<file path="src/rtl/hazard_pkg.sv">
// Shared types and encodings for the hazard / forwarding unit.
package hazard_pkg;

  localparam int unsigned REG_AW_DEF = 5;
  localparam int unsigned FSEL_W_DEF = 2;

  typedef logic [REG_AW_DEF-1:0] reg_addr_t;

  localparam logic [FSEL_W_DEF-1:0] FSEL_RF    = 2'd0;
  localparam logic [FSEL_W_DEF-1:0] FSEL_EXMEM = 2'd1;
  localparam logic [FSEL_W_DEF-1:0] FSEL_MEMWB = 2'd2;

  typedef enum logic {
    IDLE = 1'b0,
    BUSY = 1'b1
  } mdu_state_e;

endpackage

</file>
<file path="src/rtl/hazard_forward_unit_fwd_select.sv">
// Single-operand forwarding priority encoder: nearest writing stage wins, r0 never forwards.
module fwd_select
  import hazard_pkg::*;
#(
  parameter int unsigned REG_AW = 5,
  parameter int unsigned NSTG   = 2,
  parameter int unsigned FSEL_W = 2
) (
  input  logic [REG_AW-1:0]      i_src,
  input  logic [NSTG-1:0]        i_regwrite,
  input  logic [NSTG*REG_AW-1:0] i_dest,
  output logic [FSEL_W-1:0]      o_sel
);

  logic [NSTG-1:0] w_hit;

  for (genvar k = 0; k < NSTG; k++) begin : g_hit
    logic [REG_AW-1:0] w_dest;
    assign w_dest   = i_dest[k*REG_AW +: REG_AW];
    assign w_hit[k] = i_regwrite[k] && (w_dest != '0) && (w_dest == i_src);
  end

  // Scan from the farthest stage down so the nearest hit overwrites.
  always_comb begin
    o_sel = FSEL_W'(FSEL_RF);
    for (int k = int'(NSTG) - 1; k >= 0; k--) begin
      if (w_hit[k]) begin
        o_sel = FSEL_W'(k + 1);
      end
    end
  end

endmodule

</file>
<file path="src/rtl/hazard_forward_unit.sv">
// Operand forwarding, load-use / MDU hazard stall generation and a stall performance counter.
module hazard_forward_unit
  import hazard_pkg::*;
#(
  parameter int unsigned REG_AW  = 5,
  parameter int unsigned NSRC    = 3,
  parameter int unsigned NSTG    = 2,
  parameter int unsigned MDU_LAT = 4,
  parameter int unsigned PERF_W  = 16,
  localparam int unsigned FSEL_W = $clog2(NSTG + 1)
) (
  input  logic                     clk,
  input  logic                     rst_n,
  input  logic [NSRC*REG_AW-1:0]   i_ex_src,
  input  logic [NSTG-1:0]          i_stg_regwrite,
  input  logic [NSTG*REG_AW-1:0]   i_stg_dest,
  output logic [NSRC*FSEL_W-1:0]   o_fwd_sel,
  input  logic [NSRC*REG_AW-1:0]   i_id_src,
  input  logic [NSRC-1:0]          i_id_src_used,
  input  logic                     i_id_is_mdu,
  input  logic                     i_ex_memread,
  input  logic [REG_AW-1:0]        i_ex_dest,
  input  logic                     i_mdu_start,
  input  logic [REG_AW-1:0]        i_mdu_dest,
  output logic                     o_mdu_busy,
  output logic                     o_mdu_done,
  output logic                     o_stall,
  input  logic                     i_perf_clr,
  output logic [PERF_W-1:0]        o_stall_count
);

  localparam int unsigned CNT_W = (MDU_LAT < 2) ? 1 : $clog2(MDU_LAT);

  if (MDU_LAT < 2) begin : g_bad_lat
    $error("hazard_forward_unit: MDU_LAT must be >= 2");
  end

  mdu_state_e         r_state;
  logic [CNT_W-1:0]   r_cnt;
  logic [REG_AW-1:0]  r_pend_dest;
  logic               r_mdu_done;
  logic [PERF_W-1:0]  r_stall_count;

  logic               w_busy;
  logic               w_ld_match;
  logic               w_pend_match;
  logic               w_load_use;
  logic               w_mdu_raw;
  logic               w_mdu_struct;
  logic               w_stall;

  for (genvar i = 0; i < NSRC; i++) begin : g_fwd
    fwd_select #(
      .REG_AW (REG_AW),
      .NSTG   (NSTG),
      .FSEL_W (FSEL_W)
    ) u_fwd_select (
      .i_src      (i_ex_src[i*REG_AW +: REG_AW]),
      .i_regwrite (i_stg_regwrite),
      .i_dest     (i_stg_dest),
      .o_sel      (o_fwd_sel[i*FSEL_W +: FSEL_W])
    );
  end

  // Match used ID sources against the EX load destination and the pending MDU destination.
  always_comb begin
    w_ld_match   = 1'b0;
    w_pend_match = 1'b0;
    for (int i = 0; i < int'(NSRC); i++) begin
      if (i_id_src_used[i] && (i_id_src[i*REG_AW +: REG_AW] == i_ex_dest)) begin
        w_ld_match = 1'b1;
      end
      if (i_id_src_used[i] && (i_id_src[i*REG_AW +: REG_AW] == r_pend_dest)) begin
        w_pend_match = 1'b1;
      end
    end
  end

  assign w_busy       = (r_state == BUSY);
  assign w_load_use   = i_ex_memread && (i_ex_dest != '0) && w_ld_match;
  assign w_mdu_raw    = w_busy && (r_pend_dest != '0) && w_pend_match;
  assign w_mdu_struct = i_id_is_mdu && w_busy && !r_mdu_done;
  assign w_stall      = w_load_use || w_mdu_raw || w_mdu_struct;

  // MDU scoreboard; done is registered one cycle ahead as "next cnt reaches 0 while busy".
  always_ff @(posedge clk or negedge rst_n) begin
    if (!rst_n) begin
      r_state     <= IDLE;
      r_cnt       <= '0;
      r_pend_dest <= '0;
      r_mdu_done  <= 1'b0;
    end else begin
      case (r_state)
        IDLE: begin
          r_mdu_done <= 1'b0;
          if (i_mdu_start) begin
            r_pend_dest <= i_mdu_dest;
            r_cnt       <= CNT_W'(MDU_LAT - 1);
            r_state     <= BUSY;
          end
        end
        BUSY: begin
          r_mdu_done <= (r_cnt == CNT_W'(1));
          if (r_cnt == '0) begin
            if (i_mdu_start) begin
              r_pend_dest <= i_mdu_dest;
              r_cnt       <= CNT_W'(MDU_LAT - 1);
            end else begin
              r_pend_dest <= '0;
              r_state     <= IDLE;
            end
          end else begin
            r_cnt <= r_cnt - CNT_W'(1);
          end
        end
        default: begin
          r_state    <= IDLE;
          r_mdu_done <= 1'b0;
        end
      endcase
    end
  end

  // Saturating stall counter; clear wins over increment.
  always_ff @(posedge clk or negedge rst_n) begin
    if (!rst_n) begin
      r_stall_count <= '0;
    end else if (i_perf_clr) begin
      r_stall_count <= '0;
    end else if (w_stall && (r_stall_count != '1)) begin
      r_stall_count <= r_stall_count + PERF_W'(1);
    end
  end

  assign o_mdu_busy    = w_busy;
  assign o_mdu_done    = r_mdu_done;
  assign o_stall       = w_stall;
  assign o_stall_count = r_stall_count;

endmodule

</file>
<file path="config.mk">
export PLATFORM = sky130hd
export DESIGN_NAME = hazard_forward_unit
export DESIGN_NICKNAME = d
export VERILOG_FILES = /design/src/rtl/hazard_pkg.sv /design/src/rtl/hazard_forward_unit_fwd_select.sv /design/src/rtl/hazard_forward_unit.sv
export SDC_FILE = /design/constraint.sdc
export NUM_CORES = 1
export LEC_CHECK = 0
export ABC_CLOCK_PERIOD_IN_PS = 2100
export CAP_MARGIN = 20
export CORE_MARGIN = 2
export CORE_UTILIZATION = 30
export CTS_CLUSTER_DIAMETER = 120
export DETAILED_ROUTE_END_ITERATION = 8
export PLACE_DENSITY = 0.68
export SLEW_MARGIN = 20
export SYNTH_ARGS = -nofsm -noshare
export SYNTH_HDL_FRONTEND = slang
export SYNTH_SLANG_ARGS = --single-unit
</file>
<file path="constraint.sdc">
create_clock -name clk -period 2.1 [get_ports clk]
set_clock_uncertainty 0.1 [all_clocks]
set_input_delay 0.42 -clock clk [delete_from_list [all_inputs] [get_ports clk]]
set_output_delay 0.42 -clock clk [all_outputs]
set_load 0.01 [all_outputs]
</file>
run_1/port_trees.png
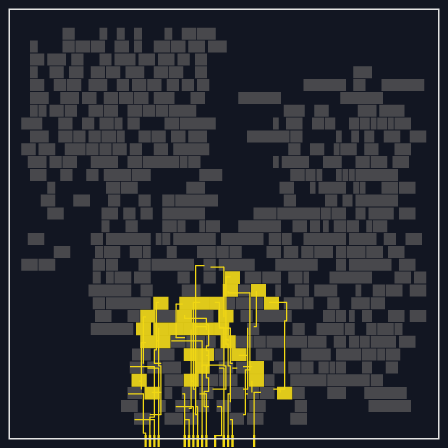
[i_id_src] yellow | bits: 15 | direction: input | edge: bottom | end cells: 30 | buffers: 19 | wire: 516 um

run_1/placed.png
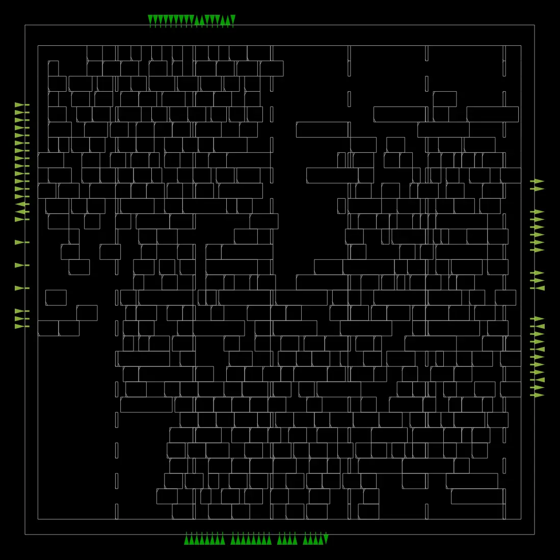
floorplan row count: 31
CORE AREA: 7253 sq um
Final Core Density: 54.05%
registers: 25
# Taps: 99

run_1/m3.png
The bar under the picture is 20 um long.
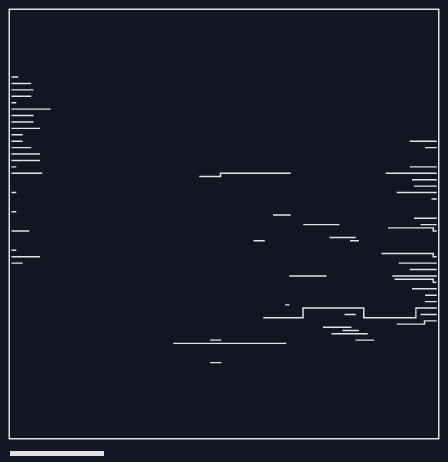
main direction: horizontal
nets with wire on the layer: 52
longest straight run: 23.7 um
wire length on this layer: 343 um

==> results.sh, run 1 <==
# source this file to load flow results
export IMPL_failed_checks="negative setup slack"
export IMPL_synthSimpleGateAreaFrac_pct=23.57
export IMPL_required_ns=1.58
export IMPL_r2r_slack_ns=-0.20
export IMPL_grt_setup_unrepaired="true"
export IMPL_max_freq_mhz=421.8
export IMPL_top_power_group="combinational logic"
export IMPL_cap_viol_max_count=0
export IMPL_die_h_um=90.72
export IMPL_n_fill_cell=673
export IMPL_die_w_um=90.72
export IMPL_fin_crit_sh_pct=112.9
export IMPL_status="finished, violations left"
export IMPL_yosys_cells=234
export IMPL_grt_overflow=0
export IMPL_finalSetupViolations=21
export IMPL_cts_tree="built"
export IMPL_post_dp_hpwl_um=5492
export IMPL_r2r_cells=8
export IMPL_syn_area_sq_um=2256
export IMPL_placed_cell_area_sq_um=3681
export IMPL_setup_slack_ns=-0.2709
export IMPL_synthArstFlopShare_pct=100.0
export IMPL_edf_count=0
export IMPL_wl_per_cell_um=14.27
export IMPL_synthCells=234
export IMPL_path_cells="or4_4 -> o31ai_4 -> o22ai_2 -> buf_2"
export IMPL_top_cells_by_area="dfrtp_1, xor2_1, xnor2_1"
export IMPL_cp_slowest_cell="or4_4"
export IMPL_comb_area_sq_um=1738
export IMPL_pre_cts_slack_ns=-1.026
export IMPL_crit_path_max_fanout=5
export IMPL_yosys_area_share_xor_xnor_pct=24.07
export IMPL_netlist_area_leader_share_pct=27.73
export IMPL_max_stage_delay_ns=0.56
export IMPL_fin_area_sq_um=3920
export IMPL_drt_pass1_iterations=4
export IMPL_lay_top_count="buf_4"
export IMPL_synth_cells_most_frequent="xor2_1, dfrtp_1, nor2_1"
export IMPL_pg_seq_uw=692
==> run 1: registers in the layout, summed over array words and instances, names as in the netlist <==
name           flops
o_mdu_busy         1
o_stall_count     16
r_pend_dest        5
r_cnt              2
o_mdu_done         1
==> run 1: metal layers <==
layer	global-route usage, %	routed length, um
met3	3.840	342
met4	4.103	89
met1	17.80	2824
met2	32.90	3694
met5	0	0
==> run 1: metrics by stage <==
stage	TNS [ns]	total power, uW
3_5_place_dp	-18.80	1898
6_report	-3.210	2318
5_1_grt	-4.800	2480
3_3_place_gp	-17.83	1870
4_1_cts	-2.919	2324
2_1_floorplan	0	1366
==> run 1: what timing repair did <==
item / CTS / global route
setup buffers: 5 / 2
resized: 152 / 14
endpoints found under the setup margin: 23 / 23
pin swaps: 49 / 17
cloned: 1 / 0
==> run 1: worst max path at each step <==
stage                    from      endpoint  cells after the start
3_5_place_dp    i_stg_dest[9]  o_fwd_sel[5]                      6
6_report       r_pend_dest[1]       o_stall                      4
2_1_floorplan   i_stg_dest[0]  o_fwd_sel[1]                      4
4_1_cts         i_stg_dest[0]  o_fwd_sel[3]                      8
5_1_grt        r_pend_dest[2]       o_stall                      6
3_3_place_gp    i_stg_dest[9]  o_fwd_sel[1]                      6
==> run 1: cell type report <==
class | count | area share (%)
Multi-Input combinational cell | 198 | 44.33
Tap cell | 99 | 3.160
Sequential cell | 25 | 16.02
Clock buffer | 4 | 1.149
Timing Repair Buffer | 160 | 35.24
Inverter | 1 | 0.09575
==> run 1: critical path, delay by kind of cell (launching register included) <==
| family | cells | cell delay, ns |
|---|---|---|
| AND/OR/NAND/NOR | 1 | 0.56 |
| flip-flops | 1 | 0.46 |
| AND-OR/OR-AND | 2 | 0.40 |
| buffers and inverters | 1 | 0.16 |
--- run 2 (diff from run 1) ---
- CORE_UTILIZATION: 30 -> 40
- PLACE_DENSITY: 0.68 -> 0.85
run_2/m2.png
Cells faint in the background.
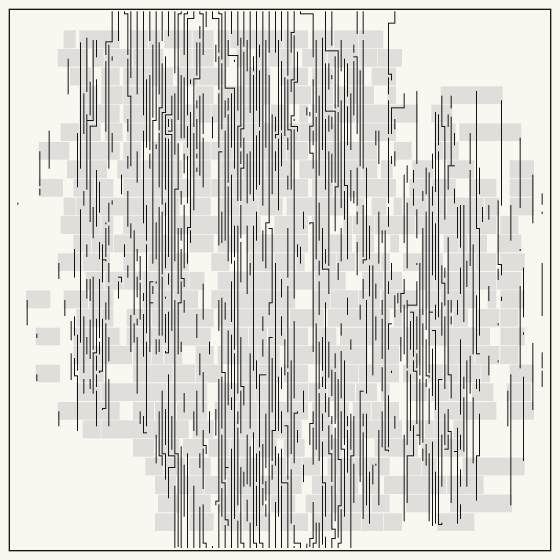
longest straight run: 32.1 um
nets with wire on the layer: 418

==> results.sh, run 2 <==
# source this file to load flow results
export IMPL_r2r_cells=9
export IMPL_wl_per_cell_um=17.16
export IMPL_drt_pass1_iterations=4
export IMPL_largest_reg_flops=16
export IMPL_finalSetupTns_ns=-3.577
export IMPL_fin_area_sq_um=3938
export IMPL_final_util_pct=71.95
export IMPL_crit_family="simple AND/OR/NAND/NOR gates"
export IMPL_synthArstFlopShare_pct=100.0
export IMPL_max_freq_mhz=421.8
export IMPL_max_stage_delay_ns=0.56
export IMPL_status="finished, violations left"
export IMPL_n_fill_cell=391
export IMPL_crit_buf_inv=1
export IMPL_finalSetupViolations=21
export IMPL_synth_cells_most_frequent="xor2_1, dfrtp_1, nor2_1"
export IMPL_setup_slack_ns=-0.2709
export IMPL_cp_slowest_cell="or4_4"
export IMPL_required_ns=1.58
export IMPL_pre_cts_slack_ns=-0.9817
export IMPL_grt_setup_unrepaired="true"
export IMPL_post_dp_hpwl_um=5446
export IMPL_cts_tree="built"
export IMPL_die_w_um=79.10
export IMPL_grt_overflow=0
export IMPL_r2r_slack_ns=-0.23
export IMPL_placed_cell_area_sq_um=3580
export IMPL_failed_checks="negative setup slack"
export IMPL_rows=27
export IMPL_netlist_area_leader_share_pct=27.73
export IMPL_yosys_cells=234
export IMPL_lay_top_count="buf_4"
run_2/m3.png
The bar under the picture is 20 um long.
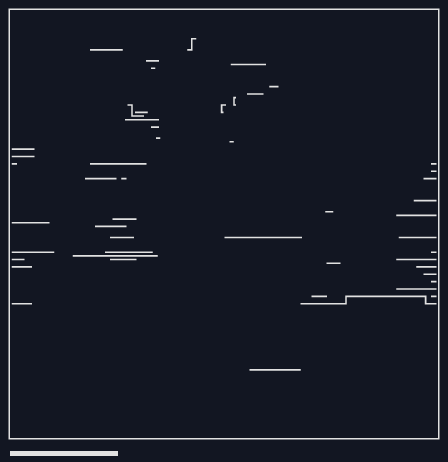
share of all routed wire: 2.9%
longest straight run: 15.4 um
wire length on this layer: 231 um
nets with wire on the layer: 43

[run 2: cell counts after synthesis]
Identical to the previous run, type by type.
[run 2: worst max-delay path by stage]
stage,from,to,cells past startpoint
5_1_grt,r_pend_dest[1],o_stall_count[1],9
6_report,r_pend_dest[1],o_stall,4
4_1_cts,i_stg_dest[4],o_fwd_sel[1],8
3_3_place_gp,i_stg_dest[9],o_fwd_sel[5],6
3_5_place_dp,i_stg_dest[9],o_fwd_sel[3],6
2_1_floorplan,i_stg_dest[0],o_fwd_sel[1],4
[run 2: cell families after synthesis]
family | Yosys count | synth area share, %
AND-OR/OR-AND | 37 | 13.59
buffers and inverters | 12 | 4.326
flip-flops | 25 | 27.73
multiplexers | 13 | 6.157
adder cells (fa/ha/maj) | 1 | 0.5545
AND/OR/NAND/NOR | 84 | 23.57
XOR/XNOR | 62 | 24.07
[run 2: cell type report]
cell class	instances	area [sq um]	share of cell area, %
tap	72	90.09	2.288
clock inverter	1	5.005	0.1271
sequential	25	628.1	15.95
clock buffer	3	41.29	1.049
antenna	1	2.502	0.06355
multi-input combinational	198	1842	46.77
timing repair buffer	154	1325	33.65
inverter	1	3.754	0.09533
[run 2: per-layer routing]
layer	vias up	GRT usage, %	wire (um)
li1	1143	-	-
met1	1196	26.69	3186
met2	70	42.54	4254
met3	15	3.409	230
met4	0	8.448	134
met5	-	0	0
[run 2: repair_timing]
| item | in CTS | in global routing |
|---|---|---|
| pin swaps | 44 | 30 |
| buffers inserted | 7 | 5 |
| gates resized | 114 | 63 |
| gates cloned | 1 | 0 |
| setup endpoints to repair | 23 | 23 |
[run 2: where the power goes]
group | internal (uW) | switching (uW) | leakage (uW)
Clock | 133 | 167 | 0.0000255
Combinational | 760 | 662 | 0.00144
Sequential | 574 | 123 | 0.000330
Total | 1470 | 952 | 0.00180
--- run 3 (diff from run 2) ---
- CELL_PAD_IN_SITES_DETAIL_PLACEMENT: unset -> 0
- CELL_PAD_IN_SITES_GLOBAL_PLACEMENT: unset -> 1
- CORE_UTILIZATION: 40 -> 30
- PLACE_DENSITY: 0.85 -> 0.86
run_3/m2.png
Cells faint in the background.
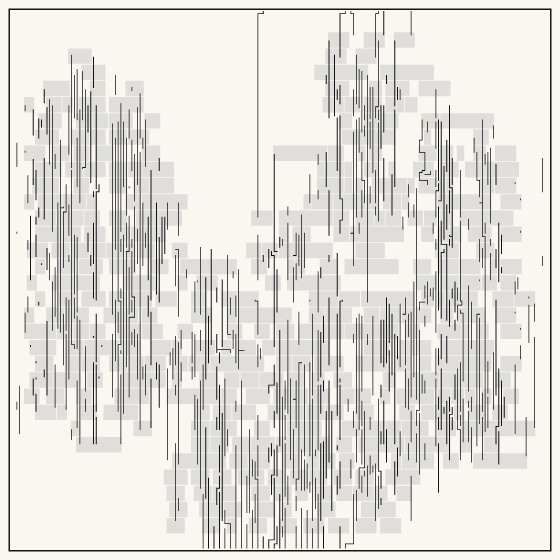
nets with wire on the layer: 402
main direction: vertical

==> results.sh, run 3 <==
# source this file to load flow results
export IMPL_status="finished, violations left"
export IMPL_failed_checks="negative setup slack"
export IMPL_crit_buf_inv=1
export IMPL_setup_worst_path_start="r_pend_dest[1]"
export IMPL_r2r_slack_ns=-0.23
export IMPL_pwr_share_clk_pct=12.5
export IMPL_combinationalPowerShare_pct=58.6
export IMPL_setup_slack_ns=-0.2692
export IMPL_fin_crit_sh_pct=112.8
export IMPL_met3_usage_pct=3.673
export IMPL_wl_met3_um=407
export IMPL_setup_worst_path_end="o_stall"
export IMPL_synthArstFlopShare_pct=100.0
export IMPL_top_layer="met4"
export IMPL_cap_viol_max_count=0
export IMPL_edf_count=0
export IMPL_synthCells=234
export IMPL_finalSetupViolations=21
export IMPL_seqPwrFrac_pct=28.9
export IMPL_syn_area_sq_um=2256
export IMPL_switching_share_pct=36.79
export IMPL_wl_per_cell_um=14.14
run_3/placed.png
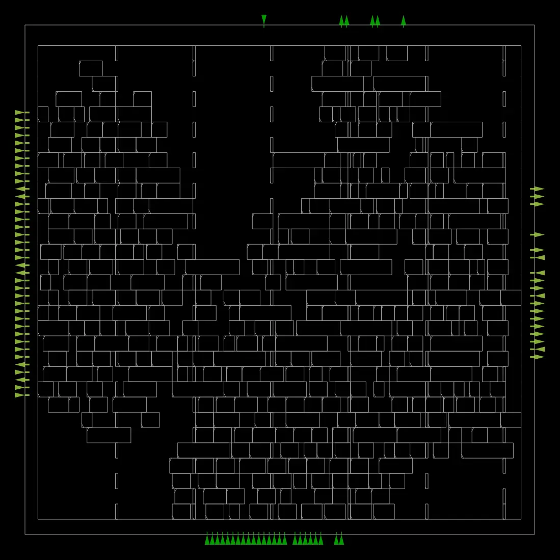
Final Core Density: 55.15%
non-filler instance count after layout: 489
flop share of the area: 15.67%
# fillers: 671

==> run 3: cell counts after synthesis <==
Identical to the previous run, type by type.
==> run 3: cells by family (layout without fill, tap and decap cells) <==
group / Yosys count / in the layout / synth area share (%)
adder cells (fa/ha/maj): 1 / 1 / 0.5545
buffers and inverters: 12 / 168 / 4.326
multiplexers: 13 / 13 / 6.157
XOR/XNOR: 62 / 62 / 24.07
flip-flops: 25 / 25 / 27.73
AND/OR/NAND/NOR: 84 / 84 / 23.57
AND-OR/OR-AND: 37 / 37 / 13.59
==> run 3: metrics by stage <==
| step | hold slack [ns] | std cells | power, uW | cell area, sq um |
|---|---|---|---|---|
| final | 0.4209 | 489 | 2333 | 4000 |
| after global routing | 0.4706 | 489 | 2493 | 4000 |
| after CTS | 0.4272 | 488 | 2288 | 3866 |
| after detailed placement | 0.4575 | 478 | 1884 | 3689 |
| after global placement | 0.4443 | 478 | 1840 | 3689 |
| after floorplan | 0.02441 | 234 | 1366 | 2275 |
==> run 3: power groups by stage <==
| stage | logic, uW | registers [uW] | clock network [uW] |
|---|---|---|---|
| 2_1_floorplan | 711 | 655 | 0 |
| 3_3_place_gp | 1160 | 684 | 0 |
| 3_5_place_dp | 1200 | 685 | 0 |
| 4_1_cts | 1310 | 675 | 302 |
| 5_1_grt | 1480 | 693 | 316 |
| 6_report | 1370 | 675 | 291 |
==> run 3: final cells by class <==
type / count / area, sq um
timing repair buffer: 163 / 1449
clock buffer: 4 / 45.04
fill: 671 / 3253
tap: 99 / 123.9
inverter: 1 / 3.754
sequential: 25 / 626.9
multi-input combinational: 197 / 1752
==> run 3: timing repair <==
action | CTS | global route
endpoints found under the setup margin | 23 | 23
cloned | 0 | 0
pin swaps | 29 | 21
setup buffers | 7 | 2
endpoints found under the hold margin | 0 | 0
resized | 111 | 59

==> notes/layouts.md <==
Pictures saved along the way, in no particular order.

Placed cells, one color a class.
Fill, decap, tap and diode cells in gray.
image #1
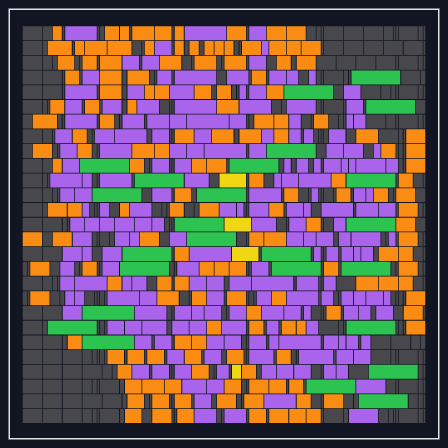
image #2
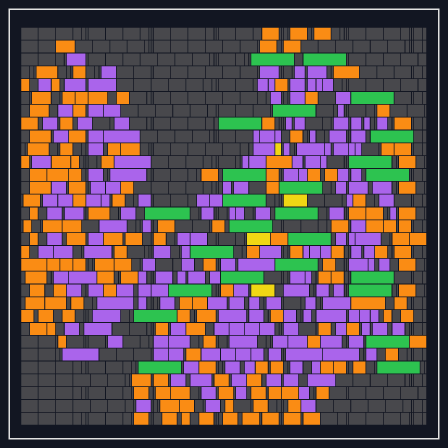
- image #1 = run 2
- image #2 = run 3
The one with the highest utilization is image #1.

Key to image #1:
[clock drivers and dummy loads] yellow | cells: 4 | share of their area: 1.2%
[remaining logic cells] purple | cells: 199 | share of their area: 48%
[registers] green | cells: 25 | share of their area: 16%
[remaining buffers and delay cells] orange | cells: 154 | share of their area: 34%

Power and IR drop assume default switching activity.
